`config.mk`:
```
export PLATFORM = sky130hd
export DESIGN_NAME = i2c_slave_memory_flat
export DESIGN_NICKNAME = d
export VERILOG_FILES = /design/src/rtl/i2c_slave_memory_if.sv /design/src/rtl/i2c_slave_memory.sv /design/src/flat_wrapper.sv
export SDC_FILE = /design/constraint.sdc
export NUM_CORES = 1
export LEC_CHECK = 0
export CELL_PAD_IN_SITES_DETAIL_PLACEMENT = 1
export CELL_PAD_IN_SITES_GLOBAL_PLACEMENT = 1
export CORE_AREA = 5 5 355 322
export DETAILED_ROUTE_END_ITERATION = 10
export DIE_AREA = 0 0 360 327
export PLACE_DENSITY_LB_ADDON = 0.1
export RECOVER_POWER = 100
export SLEW_MARGIN = 30
export SYNTH_ARGS = -nofsm -noshare
export SYNTH_HDL_FRONTEND = slang
export SYNTH_SLANG_ARGS = --single-unit
```
`constraint.sdc`:
```
create_clock -name clk8x -period 54.6 [get_ports clk8x]
set_clock_uncertainty 0.1 [all_clocks]
set_input_delay 10.92 -clock clk8x [delete_from_list [all_inputs] [get_ports clk8x]]
set_output_delay 10.92 -clock clk8x [all_outputs]
set_load 0.01 [all_outputs]
```
`src/rtl/i2c_slave_memory_if.sv`:
```
// i2c_slave_memory_if: I2C bus pins shared by a master and the memory target
//   scl    : bus clock
//   sda_in : resolved SDA line level (wired-AND of all drivers)
//   sda_oe : target pull-down enable, 1 drives SDA low
interface i2c_slave_memory_if;
   logic scl;
   logic sda_in;
   logic sda_oe;
   modport master (output scl, output sda_in, input sda_oe);
   modport slave (input scl, input sda_in, output sda_oe);
endinterface

```
`src/rtl/i2c_slave_memory.sv`:
```
// i2c_slave_memory: I2C target with a 64x8 register file and auto-increment pointer
//   clk8x    : system clock, at least 8x SCL
//   reset    : asynchronous active-high reset
//   bus      : scl / sda_in in, sda_oe out (open-drain pull-down)
//   busy     : transfer to this device in progress
//   wr_pulse : one-cycle strobe per committed write
//   wr_addr  : address of the last committed write
//   wr_data  : data of the last committed write
module i2c_slave_memory #(
   parameter logic [6:0] DEV_ADDR = 7'h01
) (
   input  logic              clk8x,
   input  logic              reset,
   i2c_slave_memory_if.slave bus,
   output logic              busy,
   output logic              wr_pulse,
   output logic [5:0]        wr_addr,
   output logic [7:0]        wr_data
);
   typedef enum logic [3:0] {
      ST_IDLE, ST_DEV_ADDR, ST_DEV_ACK, ST_MEM_ADDR, ST_MEM_ACK,
      ST_WR_DATA, ST_WR_ACK, ST_RD_DATA, ST_RD_ACK, ST_IGNORE
   } state_t;
   state_t      state_q, state_d;
   logic [2:0]  scl_sync_q, scl_sync_d;
   logic [2:0]  sda_sync_q, sda_sync_d;
   logic [2:0]  cnt_q, cnt_d;
   logic [7:0]  sh_q, sh_d;
   logic        rw_q, rw_d;
   logic [5:0]  ptr_q, ptr_d;
   logic        sda_oe_q, sda_oe_d;
   logic        busy_q, busy_d;
   logic        wr_pulse_q, wr_pulse_d;
   logic [5:0]  wr_addr_q, wr_addr_d;
   logic [7:0]  wr_data_q, wr_data_d;
   logic [7:0]  mem_q [64];
   logic [7:0]  mem_d [64];
   logic        scl_hi, scl_p, sda, sda_p, rise, fall, start, stop;
   logic [7:0]  shin;
   logic [5:0]  ptr_inc;
   // [1] is the synchronised level, [2] the previous sample for edge detection
   assign scl_hi  = scl_sync_q[1];
   assign scl_p   = scl_sync_q[2];
   assign sda     = sda_sync_q[1];
   assign sda_p   = sda_sync_q[2];
   assign rise    = scl_hi & ~scl_p;
   assign fall    = ~scl_hi & scl_p;
   assign start   = scl_hi & scl_p & sda_p & ~sda;
   assign stop    = scl_hi & scl_p & ~sda_p & sda;
   assign shin    = {sh_q[6:0], sda};
   assign ptr_inc = ptr_q + 6'd1;
   always_comb begin
      scl_sync_d = {scl_sync_q[1:0], bus.scl};
      sda_sync_d = {sda_sync_q[1:0], bus.sda_in};
      state_d    = state_q;
      cnt_d      = cnt_q;
      sh_d       = sh_q;
      rw_d       = rw_q;
      ptr_d      = ptr_q;
      sda_oe_d   = sda_oe_q;
      busy_d     = busy_q;
      wr_pulse_d = 1'b0;
      wr_addr_d  = wr_addr_q;
      wr_data_d  = wr_data_q;
      mem_d      = mem_q;
      if (start) begin
         state_d  = ST_DEV_ADDR;
         cnt_d    = '0;
         sda_oe_d = 1'b0;
         busy_d   = 1'b1;
      end else if (stop) begin
         state_d  = ST_IDLE;
         sda_oe_d = 1'b0;
         busy_d   = 1'b0;
      end else begin
         case (state_q)
            ST_IDLE: ;
            ST_DEV_ADDR:
               if (rise) begin
                  sh_d  = shin;
                  cnt_d = cnt_q + 3'd1;
                  if (cnt_q == 3'd7) begin
                     rw_d    = shin[0];
                     state_d = (shin[7:1] == DEV_ADDR) ? ST_DEV_ACK : ST_IGNORE;
                     busy_d  = shin[7:1] == DEV_ADDR;
                  end
               end
            // sda_oe doubles as the ACK phase flag: the first fall starts the
            // pull-down, the second fall ends the ACK bit
            ST_DEV_ACK, ST_MEM_ACK, ST_WR_ACK:
               if (fall) begin
                  sda_oe_d = ~sda_oe_q;
                  if (sda_oe_q) begin
                     cnt_d   = '0;
                     sh_d    = mem_q[ptr_q];
                     state_d = (state_q == ST_DEV_ACK) ? ST_MEM_ADDR :
                               (state_q == ST_MEM_ACK && rw_q) ? ST_RD_DATA : ST_WR_DATA;
                     if (state_q == ST_MEM_ACK && rw_q) sda_oe_d = ~mem_q[ptr_q][7];
                  end
               end
            ST_MEM_ADDR:
               if (rise) begin
                  sh_d  = shin;
                  cnt_d = cnt_q + 3'd1;
                  if (cnt_q == 3'd7) begin
                     ptr_d   = shin[5:0];
                     state_d = ST_MEM_ACK;
                  end
               end
            ST_WR_DATA:
               if (rise) begin
                  sh_d  = shin;
                  cnt_d = cnt_q + 3'd1;
                  if (cnt_q == 3'd7) begin
                     mem_d[ptr_q] = shin;
                     wr_pulse_d   = 1'b1;
                     wr_addr_d    = ptr_q;
                     wr_data_d    = shin;
                     ptr_d        = ptr_inc;
                     state_d      = ST_WR_ACK;
                  end
               end
            // sh_q[7] always holds the bit to present on the next fall
            ST_RD_DATA: begin
               if (fall) sda_oe_d = ~sh_q[7];
               if (rise) begin
                  sh_d  = {sh_q[6:0], 1'b0};
                  cnt_d = cnt_q + 3'd1;
                  if (cnt_q == 3'd7) state_d = ST_RD_ACK;
               end
            end
            ST_RD_ACK: begin
               if (fall) sda_oe_d = 1'b0;
               if (rise) begin
                  if (sda) state_d = ST_IGNORE;
                  else begin
                     ptr_d   = ptr_inc;
                     sh_d    = mem_q[ptr_inc];
                     cnt_d   = '0;
                     state_d = ST_RD_DATA;
                  end
               end
            end
            ST_IGNORE: sda_oe_d = 1'b0;
            default: begin
               state_d  = ST_IDLE;
               sda_oe_d = 1'b0;
            end
         endcase
      end
   end
   always_ff @(posedge clk8x or posedge reset) begin
      if (reset) begin
         state_q    <= ST_IDLE;
         scl_sync_q <= '1;
         sda_sync_q <= '1;
         cnt_q      <= '0;
         sh_q       <= '0;
         rw_q       <= 1'b0;
         ptr_q      <= '0;
         sda_oe_q   <= 1'b0;
         busy_q     <= 1'b0;
         wr_pulse_q <= 1'b0;
         wr_addr_q  <= '0;
         wr_data_q  <= '0;
         mem_q      <= '{default: '0};
      end else begin
         state_q    <= state_d;
         scl_sync_q <= scl_sync_d;
         sda_sync_q <= sda_sync_d;
         cnt_q      <= cnt_d;
         sh_q       <= sh_d;
         rw_q       <= rw_d;
         ptr_q      <= ptr_d;
         sda_oe_q   <= sda_oe_d;
         busy_q     <= busy_d;
         wr_pulse_q <= wr_pulse_d;
         wr_addr_q  <= wr_addr_d;
         wr_data_q  <= wr_data_d;
         mem_q      <= mem_d;
      end
   end
   assign bus.sda_oe = sda_oe_q;
   assign busy       = busy_q;
   assign wr_pulse   = wr_pulse_q;
   assign wr_addr    = wr_addr_q;
   assign wr_data    = wr_data_q;
endmodule

```
`src/flat_wrapper.sv`:
```
// flat-port wrapper written by rule: the top's interface ports become plain ports
module i2c_slave_memory_flat 
#(
   parameter logic [6:0] DEV_ADDR = 7'h01
)
  (clk8x, reset, busy, wr_pulse, wr_addr, wr_data, bus_scl, bus_sda_in, bus_sda_oe);
  i2c_slave_memory_if bus_i ();
  input  logic clk8x;
  input  logic reset;
  output logic busy;
  output logic wr_pulse;
  output logic [5:0] wr_addr;
  output logic [7:0] wr_data;
  input wire logic [$bits(bus_i.scl)-1:0] bus_scl;
  input wire logic [$bits(bus_i.sda_in)-1:0] bus_sda_in;
  output wire logic [$bits(bus_i.sda_oe)-1:0] bus_sda_oe;
  assign bus_i.scl = bus_scl;
  assign bus_i.sda_in = bus_sda_in;
  assign bus_sda_oe = bus_i.sda_oe;
  i2c_slave_memory #(.DEV_ADDR(DEV_ADDR)) u_core (.clk8x(clk8x), .reset(reset), .bus(bus_i), .busy(busy), .wr_pulse(wr_pulse), .wr_addr(wr_addr), .wr_data(wr_data));
endmodule
```
Fig. 1: clock routing
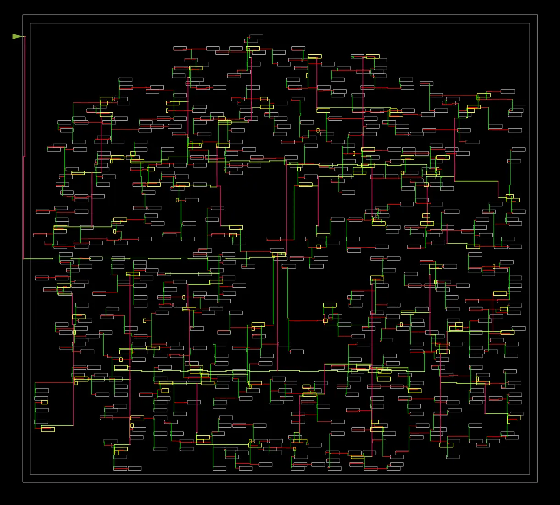
Clock buffer cells: 109
CTS sink count: 557

Fig. 2: pin map
The bar under the picture is 100 um long. Pins as bars across the die edge, other pins in gray.
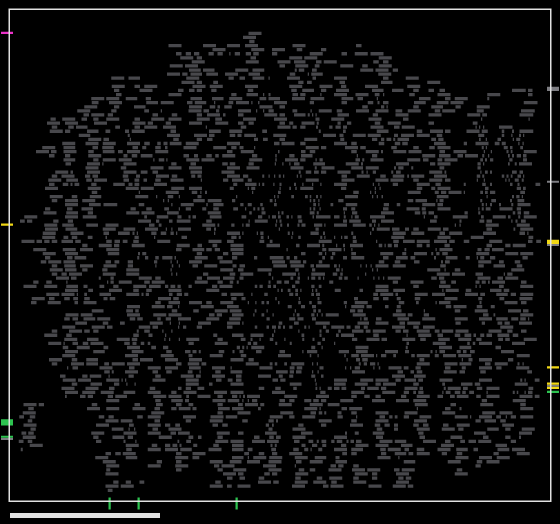
Green shows `wr_data`, pins 8, direction output, edge 4 left, 3 bottom, 1 right. Yellow shows `wr_addr`, pins 6, direction output, edge 5 right, 1 left. Magenta shows `clk8x`, pins 1, direction input, edge left.
All pins by edge: 11 right, 7 left, 3 bottom.
Die Wd: 360 um
port bufs: 20
Die Y: 327 um

==> results.tsv <==
stage	metric	value	unit
yosys	simple_gate_area_frac	0.0562	
setup_path	crit_required	54.54	ns
setup_path	path_class	in -> async	
route	drc	0	
setup_path	startpoint	reset	
setup_path	cp_cell_sequence	dlygate4sd3_1, clkinvlp_2, clkbuf_1, clkbuf_1, clkbuf_1, clkbuf_1, clkbuf_1	
pwr	power_leader	combinational cells	
setup_path	crit_path_max_fanout	118	
yosys	top_cell_area_share	0.450	
setup_path	critPathTopFamily	buffers and inverters	
final_timing	setup_viol	0	
final_timing	fin_setup_tns	0	ns
place	dp.cells	3624	
clock_network	cts_hold_buffers	0	
final_timing	grt_setup_unrepaired	false	
route	drt-vias-per-instance	5.56	
floorplanning	coreArea	110000	sq um
setup_path	reg2reg_slack	45.68	ns
final_timing	period_used_share	0.455	
yosys	synthXorXnorAreaFrac	0.00278	
run	maxCapViolations	13	
final_timing	setup_slack	29.75	ns
finish	seq_cells	557	
global_routing	globalRouteOverflowTotal	0	
floorplanning	io_pins	21	
finish	drive_above_1_share	0.396	
yosys	top_logic_kind	multiplexers	
pwr	p_sw_frac	0.430	
pwr	peakVddDrop	0.0521	mV
hold_path	min_to	u_core.sda_sync_q[1]	
finish	inverters	11	
run_status	violations	capacitance limit, slew limit	
finish	antennaDiodeCount	3	
final_timing	drv_slew	725	
setup_path	rr_endpoint	u_core.sh_q[5]	
yosys	ys_seq_share	0.456	
setup_path	cp-end-kind	async pin	
pwr	p_sw	654	uW
yosys	post-synth-top-count-cell	dfrtp_1	
yosys	mux_share	0.369	
pwr	p_per_area	44.4	nW/um^2
run_status	status	finished with violations	
place	placed_area	32400	sq um
clock_network	cts_tree	done	
finish	clkCellAreaFrac	0.0677	
hold_path	hold_path_depth	0	
finish	seq_share	0.408	
yosys	syn_nets	2260	
clock_network	post_cts_buffers	0	
finish	final-comb-area	15400	sq um
Fig. 3: zoomed window
The bar under the picture is 20 um long. Region (155, 204) to (205, 254) um. Cells in gray, sequential cells in the stronger gray; small squares are vias.
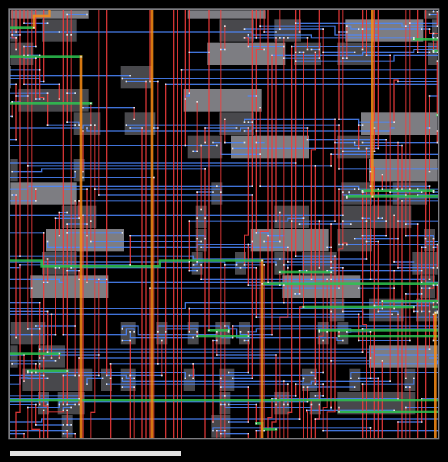
Orange shows M4. Blue shows M1. Red shows M2. Green shows M3.
71 logic cells have their middle in the window. Netlist names of flops here include `u_core.mem_q` (11), `u_core.sh_q` (1). Most frequent: nand2_1 (17), mux2_2 (15), dfrtp_1 (12). Sequential cells in the window: 12.

Fig. 4: where the registers sit
The bar under the picture is 100 um long. Other sequential cells in the stronger gray, the rest of the logic in the fainter gray.
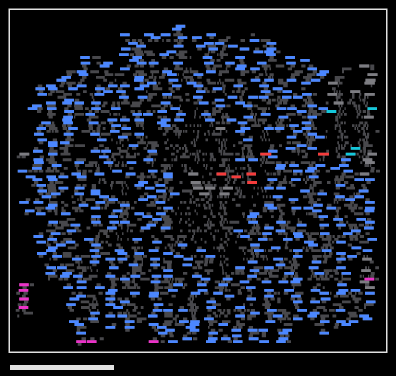
Magenta shows `u_core.wr_data`, placed flops 8. Blue shows `u_core.mem_q`, placed flops 512, where all over the die. Red shows `u_core.ptr_q`, placed flops 6. Cyan shows `u_core.state_q`, placed flops 4.
Another 27 sequential cells are not colored.
final core utilization: 0.310
Flop area: 14000 sq um
P_seq: 452 uW

## placed cells by master (no fill, tap or decap), types with 10 or more instances in the layout
master	netlist	routed
nor2_1	66	68
dfrtp_1	551	542
buf_4	26	43
a221o_1	12	12
mux2i_1	77	77
o22ai_1	29	29
a31oi_1	13	13
a21oi_1	57	57
clkbuf_16	0	77
a22oi_1	31	31
a22o_1	10	10
nand2b_1	10	10
mux2_1	3	45
clkbuf_1	89	39
nand2_1	92	156
nand3_1	13	13
mux4_2	171	171
dlygate4sd3_1	0	20
clkbuf_8	0	16
o21ai_0	49	49
a221oi_1	64	64
clkinv_2	0	11
mux2_2	518	517
## routing by layer
metal | GRT usage | part of all wire
met1 | 0.304 | 0.48
met2 | 0.319 | 0.45
met3 | 0.0335 | 0.046
met4 | 0.0517 | 0.025
met5 | 0 | 0
Power and IR drop assume default switching activity.
